M1 wires:
Supply wires on this layer in grey.
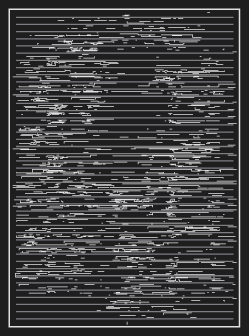
The metal 2 layer:
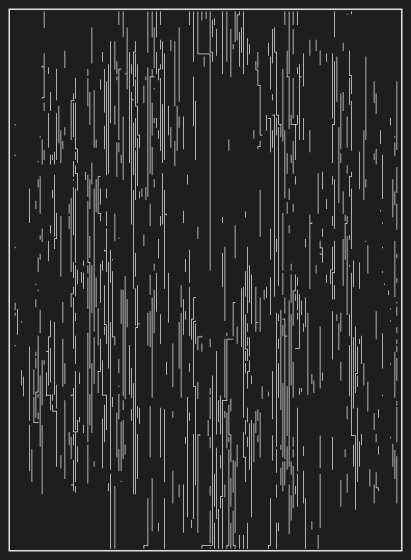
The metal 3 layer:
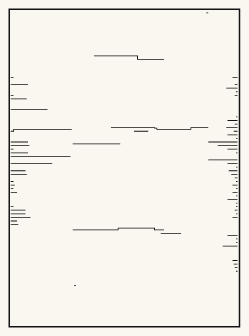
Clock routing:
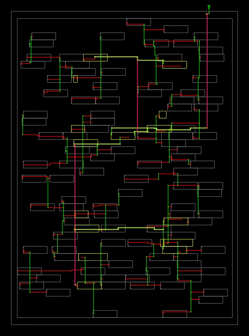
Routed metal per tile:
Bar = 20 µm. 17 x 24 tiles, from dark purple (low) to yellow (high), scaled to the fullest tile. Values are wire area over tile area, all layers added.
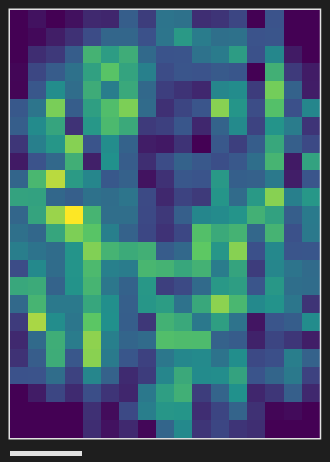
**config.mk**
```make
export PLATFORM = sky130hd
export DESIGN_NAME = idma_stream_scheduler
export DESIGN_NICKNAME = d
export VERILOG_FILES = /design/src/rtl/idma_stream_scheduler.sv
export SDC_FILE = /design/constraint.sdc
export NUM_CORES = 1
export LEC_CHECK = 0
export CAP_MARGIN = 20
export CORE_ASPECT_RATIO = 1.4
export CORE_MARGIN = 2
export CORE_UTILIZATION = 45
export DETAILED_ROUTE_END_ITERATION = 7
export GPL_TIMING_DRIVEN = 1
export PLACE_DENSITY = 0.74
export RECOVER_POWER = 50
export SLEW_MARGIN = 40
export SYNTH_ARGS = -nofsm -noshare
export SYNTH_HDL_FRONTEND = slang
export SYNTH_SLANG_ARGS = --single-unit
```
**constraint.sdc**
```tcl
create_clock -name clk_i -period 4.01 [get_ports clk_i]
set_input_delay 0.401 -clock clk_i [delete_from_list [all_inputs] [get_ports clk_i]]
set_output_delay 0.401 -clock clk_i [all_outputs]
set_load 0.03 [all_outputs]
```
**src/rtl/idma_stream_scheduler.sv**
```systemverilog
// Round-robin scheduler feeding one iDMA back-end request port from several
// request streams. Keeps a per-stream credit count of accepted-but-not-completed
// transfers and per-stream next/done transfer ID counters.
module idma_stream_scheduler #(
    parameter int unsigned NumStreams     = 1,
    parameter int unsigned IdCounterWidth = 32,
    parameter int unsigned MaxOutstanding = 4,
    parameter type         dma_req_t      = logic,
    parameter int unsigned StreamWidth    = (NumStreams > 1) ? $clog2(NumStreams) : 1
) (
    input  logic                                       clk_i,
    input  logic                                       rst_i,
    input  dma_req_t [NumStreams-1:0]                  req_i,
    input  logic     [NumStreams-1:0]                  req_valid_i,
    output logic     [NumStreams-1:0]                  req_ready_o,
    output dma_req_t                                   dma_req_o,
    output logic                                       dma_valid_o,
    input  logic                                       dma_ready_i,
    output logic     [StreamWidth-1:0]                 dma_stream_o,
    output logic     [IdCounterWidth-1:0]              dma_id_o,
    input  logic                                       rsp_valid_i,
    input  logic     [StreamWidth-1:0]                 rsp_stream_i,
    output logic     [NumStreams-1:0][IdCounterWidth-1:0] next_id_o,
    output logic     [NumStreams-1:0][IdCounterWidth-1:0] done_id_o,
    output logic     [NumStreams-1:0]                  busy_o
);

    localparam int unsigned OutWidth = $clog2(MaxOutstanding + 1);
    localparam logic [OutWidth-1:0] MaxOut = OutWidth'(MaxOutstanding);

    // Output slot toward the back-end
    dma_req_t                  r_dma_req;
    logic                      r_dma_valid;
    logic [StreamWidth-1:0]    r_dma_stream;
    logic [IdCounterWidth-1:0] r_dma_id;

    // Per-stream bookkeeping
    logic [IdCounterWidth-1:0] r_next_id     [NumStreams];
    logic [IdCounterWidth-1:0] r_done_id     [NumStreams];
    logic [OutWidth-1:0]       r_outstanding [NumStreams];
    logic [StreamWidth-1:0]    r_rr_ptr;

    logic                      w_slot_free;
    logic [NumStreams-1:0]     w_eligible;
    logic                      w_grant;
    logic [StreamWidth-1:0]    w_winner;
    logic [NumStreams-1:0]     w_inc;
    logic [NumStreams-1:0]     w_dec;

    // The slot can be refilled in the same cycle it drains
    assign w_slot_free = !r_dma_valid || dma_ready_i;

    // Per-stream eligibility, grant one-hot and completion decode
    always_comb begin
        w_eligible = '0;
        w_dec      = '0;
        for (int unsigned s = 0; s < NumStreams; s++) begin
            w_eligible[s] = req_valid_i[s] && (r_outstanding[s] < MaxOut);
            // Out-of-range stream indices match no stream and are dropped
            w_dec[s] = rsp_valid_i && (rsp_stream_i == StreamWidth'(s))
                       && (r_outstanding[s] != '0);
        end
    end

    // Round-robin search starting at the pointer, wrapping past the last stream
    always_comb begin
        w_grant  = 1'b0;
        w_winner = '0;
        for (int unsigned k = 0; k < NumStreams; k++) begin
            int unsigned idx;
            idx = 32'(r_rr_ptr) + k;
            if (idx >= NumStreams) begin
                idx = idx - NumStreams;
            end
            if (!w_grant && w_slot_free && w_eligible[idx]) begin
                w_grant  = 1'b1;
                w_winner = StreamWidth'(idx);
            end
        end
    end

    // Grant strobes back to the requesters and status outputs
    always_comb begin
        req_ready_o = '0;
        w_inc       = '0;
        busy_o      = '0;
        next_id_o   = '0;
        done_id_o   = '0;
        for (int unsigned s = 0; s < NumStreams; s++) begin
            req_ready_o[s] = w_grant && (w_winner == StreamWidth'(s));
            w_inc[s]       = req_ready_o[s];
            busy_o[s]      = (r_outstanding[s] != '0);
            next_id_o[s]   = r_next_id[s];
            done_id_o[s]   = r_done_id[s];
        end
    end

    assign dma_req_o    = r_dma_req;
    assign dma_valid_o  = r_dma_valid;
    assign dma_stream_o = r_dma_stream;
    assign dma_id_o     = r_dma_id;

    // Output slot and round-robin pointer
    always_ff @(posedge clk_i or posedge rst_i) begin
        if (rst_i) begin
            r_dma_req    <= '0;
            r_dma_valid  <= 1'b0;
            r_dma_stream <= '0;
            r_dma_id     <= '0;
            r_rr_ptr     <= '0;
        end else if (w_grant) begin
            r_dma_req    <= req_i[w_winner];
            r_dma_valid  <= 1'b1;
            r_dma_stream <= w_winner;
            r_dma_id     <= r_next_id[w_winner];
            r_rr_ptr     <= (32'(w_winner) == NumStreams - 1) ? '0 : w_winner + 1'b1;
        end else if (dma_ready_i) begin
            r_dma_valid  <= 1'b0;
        end
    end

    // Per-stream ID counters and credits; a request holds its credit from acceptance
    always_ff @(posedge clk_i or posedge rst_i) begin
        if (rst_i) begin
            for (int unsigned s = 0; s < NumStreams; s++) begin
                r_next_id[s]     <= IdCounterWidth'(1);
                r_done_id[s]     <= '0;
                r_outstanding[s] <= '0;
            end
        end else begin
            for (int unsigned s = 0; s < NumStreams; s++) begin
                if (w_inc[s]) begin
                    r_next_id[s] <= r_next_id[s] + 1'b1;
                end
                if (w_dec[s]) begin
                    r_done_id[s] <= r_done_id[s] + 1'b1;
                end
                if (w_inc[s] && !w_dec[s]) begin
                    r_outstanding[s] <= r_outstanding[s] + 1'b1;
                end else if (!w_inc[s] && w_dec[s]) begin
                    r_outstanding[s] <= r_outstanding[s] - 1'b1;
                end
            end
        end
    end

`ifndef SYNTHESIS
    // A completion must name a real stream that has something outstanding
    assert property (@(posedge clk_i) disable iff (rst_i)
        rsp_valid_i |-> ((32'(rsp_stream_i) < NumStreams)
                         && (r_outstanding[rsp_stream_i] != '0)));
`endif

endmodule
```
==> out/metrics.cfg <==
[status]
status=complete, but fails checks
violations=max-capacitance violations, max-slew violations

[synth]
ys.flop_type=dfrtp_1
yosys.area_share.aoi_pct=0.116
synth.area.top_cells=dfrtp_1 58%, mux2_2 9.4%, xnor2_1 9.4%, xor2_1 3.9%, nand2_1 2.3%
xor_area_share_pct=13.2
ys_cells=333
ys_async_sr_fraction_pct=100
ys_sh_adder_pct=1.34
fp_nets=344
synth_cells=333
synth_area_mm2=0.00430
logic_family=simple AND/OR/NAND/NOR gates
edf_count=0
largest_area_cell=dfrtp_1
ys_seq_share_pct=58.8

[final_timing]
max_freq_mhz=353
tns_ns=0
slew_violations=58
max_slew.worst_pin.slew_ns=2.46
setup_viol=0
period_needed_ns=2.83
finalHoldViolCount=0

[placed_design]
port_buffers=106
dpl_cell_area_mm2=0.00549

[power]
power_frac_comb_pct=24.6
maxPowerGroup=registers
p_seq_share_pct=43.1
internal_power_mw=2.02
p_per_area_mw_per_mm2=501
p_comb_mw=0.715
power_clock_mw=0.937
p_total_mw=2.90
switching_power_mw=0.881
peakVddDrop_mv=0.376
powerSeq_mw=1.25

[clock_network]
ctsResizeCount=0
cts_tree=yes
cts_made_buffers=9
hold_buffers=0
clock-root-buffer=clkbuf_16

[floorplanning]
coreArea_mm2=0.00941
initCoreUtil_pct=45.8
io_pins=108
die_area_mm2=0.0104
die_height_um=120
die_x_um=86.7

[worst_setup_path]
reg2regPathDepth=8
worstSetupStartpointType=input pin
r2r_slack_ns=1.65
required_ns=3.61

[grt]
grt_pass1_vias=2935
grt_max_degree=58

[detailed_routing]
met1_length_um=3790
viasPerCell=5.16
drt_pass1_iterations=4
wl_met3_um=363
drc=0

[finish]
n_fill_cell=748
antennaDiodeCount=0
nets=457
drive_above_1_share_pct=14.4

[flow_run]
cap_violations=1
tool_warnings=26

[min_path]
hold_class=reg -> reg

-- 'M1 wires' (at the start) --
main direction: horizontal
longest straight run: 43.2 µm
WL final: 8880 µm
via count: 2,895
GR Layer Usage met1: 22.6%

-- 'the metal 2 layer' (at the start) --
wire length on this layer: 4,600 µm
longest straight run: 47.9 µm
share of all routed wire: 52%
nets with wire on the layer: 416
main direction: vertical
grt met2 use: 31.2%

-- 'the metal 3 layer' (at the start) --
share of all routed wire: 4.1%
longest straight run: 22.3 µm
nets with wire on the layer: 68
wire length on this layer: 363 µm
main direction: horizontal
GRT met3 Usage: 4.68%

-- 'clock routing' (at the start) --
skew final: 0.00589 ns
CLK BUF: 13
clock sink count: 101
clk ins delay skew pair: 0.34 ns

-- 'routed metal per tile' (at the start) --
nearly empty tiles: 7.1%
tiles over half the peak: 26%
mean over tiles: 0.13
fullest tile: 0.38
Tot GR Track Use: 18.3%
wire length per cell: 15.8 µm

-- stage by stage --
| stage | util, % | std cells | worst slack, ns | hold WS [ns] |
|---|---|---|---|---|
| 3_5_place_dp | 58.3 | 545 | 1.45 | 0.482 |
| 2_1_floorplan | - | 333 | 0.964 | 0.471 |
| 5_1_grt | 61.7 | 561 | 1.06 | 0.507 |
| 3_3_place_gp | 58.3 | 545 | 1.57 | 0.475 |
| 6_report | 61.7 | 561 | 1.18 | 0.487 |
| 4_1_cts | 61.8 | 561 | 1.47 | 0.495 |
-- kinds of logic after synthesis --
family / Yosys count
AND-OR/OR-AND: 1
flip-flops: 101
multiplexers: 36
AND/OR/NAND/NOR: 110
adder cells (fa/ha/maj): 4
XOR/XNOR: 65
other: 1
buffers and inverters: 15
-- Yosys cell counts, types with 5 or more instances --
master	instances
dfrtp_1	100
xnor2_1	46
mux2_2	36
nand2_1	26
nand3_1	19
xor2_1	19
nor2_1	14
nand4_1	11
inv_1	8
and3_1	6
and4_1	6
nor3_1	5
-- worst max-delay path, stage by stage --
cell,delay [ns]
dlygate4sd3_1,0.55
nor2b_1,0.23
and2_0,0.48
clkdlybuf4s50_1,0.77
-- registers in the layout, indices dropped and copies added, names as in the netlist --
register / count
dma_id_o: 32
dma_req_o: 1
dma_valid_o: 1
done_id_o: 32
next_id_o: 32
r_outstanding: 3
-- layer usage --
layer / GRT usage (%) / up-vias
met4: 5.66 / 0
met3: 4.68 / 7
met1: 22.6 / 1448
li1: - / 1362
met5: 0 / -
met2: 31.2 / 78
-- path summary, 6_finish.rpt --
kind	start	end
worst max register to register	r_outstanding[2]$_DFFE_PP0P_	r_outstanding[2]$_DFFE_PP0P_
max in group asynchronous	rst_i	next_id_o[0]$_DFFE_PP1P_
worst min register to register	done_id_o[31]$_DFFE_PP0P_	done_id_o[31]$_DFFE_PP0P_
min in group asynchronous	rst_i	dma_req_o$_DFFE_PP0P_
worst max-delay path	req_valid_i	req_ready_o
worst min-delay path	done_id_o[31]$_DFFE_PP0P_	done_id_o[31]$_DFFE_PP0P_
-- final cells by class --
class | instances | area [µm²] | share of cell area (%)
Sequential cell | 101 | 2530 | 43.6
Multi-Input combinational cell | 217 | 1690 | 29.2
Timing Repair Buffer | 109 | 1080 | 18.7
Clock buffer | 13 | 260 | 4.48
Tap cell | 110 | 138 | 2.37
Clock inverter | 3 | 67.6 | 1.16
Inverter | 8 | 31.3 | 0.539
-- layout by cell type (no fill, tap or decap), types with 2 or more instances in the layout --
| master | count |
|---|---|
| or3_1 | 3 |
| xnor2_1 | 46 |
| clkbuf_1 | 2 |
| xor2_1 | 19 |
| nor4_2 | 2 |
| nor2b_1 | 2 |
| nand2_1 | 26 |
| nand4_1 | 11 |
| nor2_1 | 14 |
| bufinv_16 | 2 |
| nor4_1 | 2 |
| mux2_2 | 36 |
| ha_1 | 3 |
| dlygate4sd3_1 | 29 |
| and4_1 | 6 |
| and3_1 | 6 |
| clkdlybuf4s50_1 | 77 |
| inv_1 | 7 |
| clkbuf_8 | 2 |
| nand3_1 | 19 |
| clkbuf_16 | 9 |
| dfrtp_1 | 100 |
| buf_4 | 3 |
| and2_0 | 2 |
| nor3_1 | 5 |
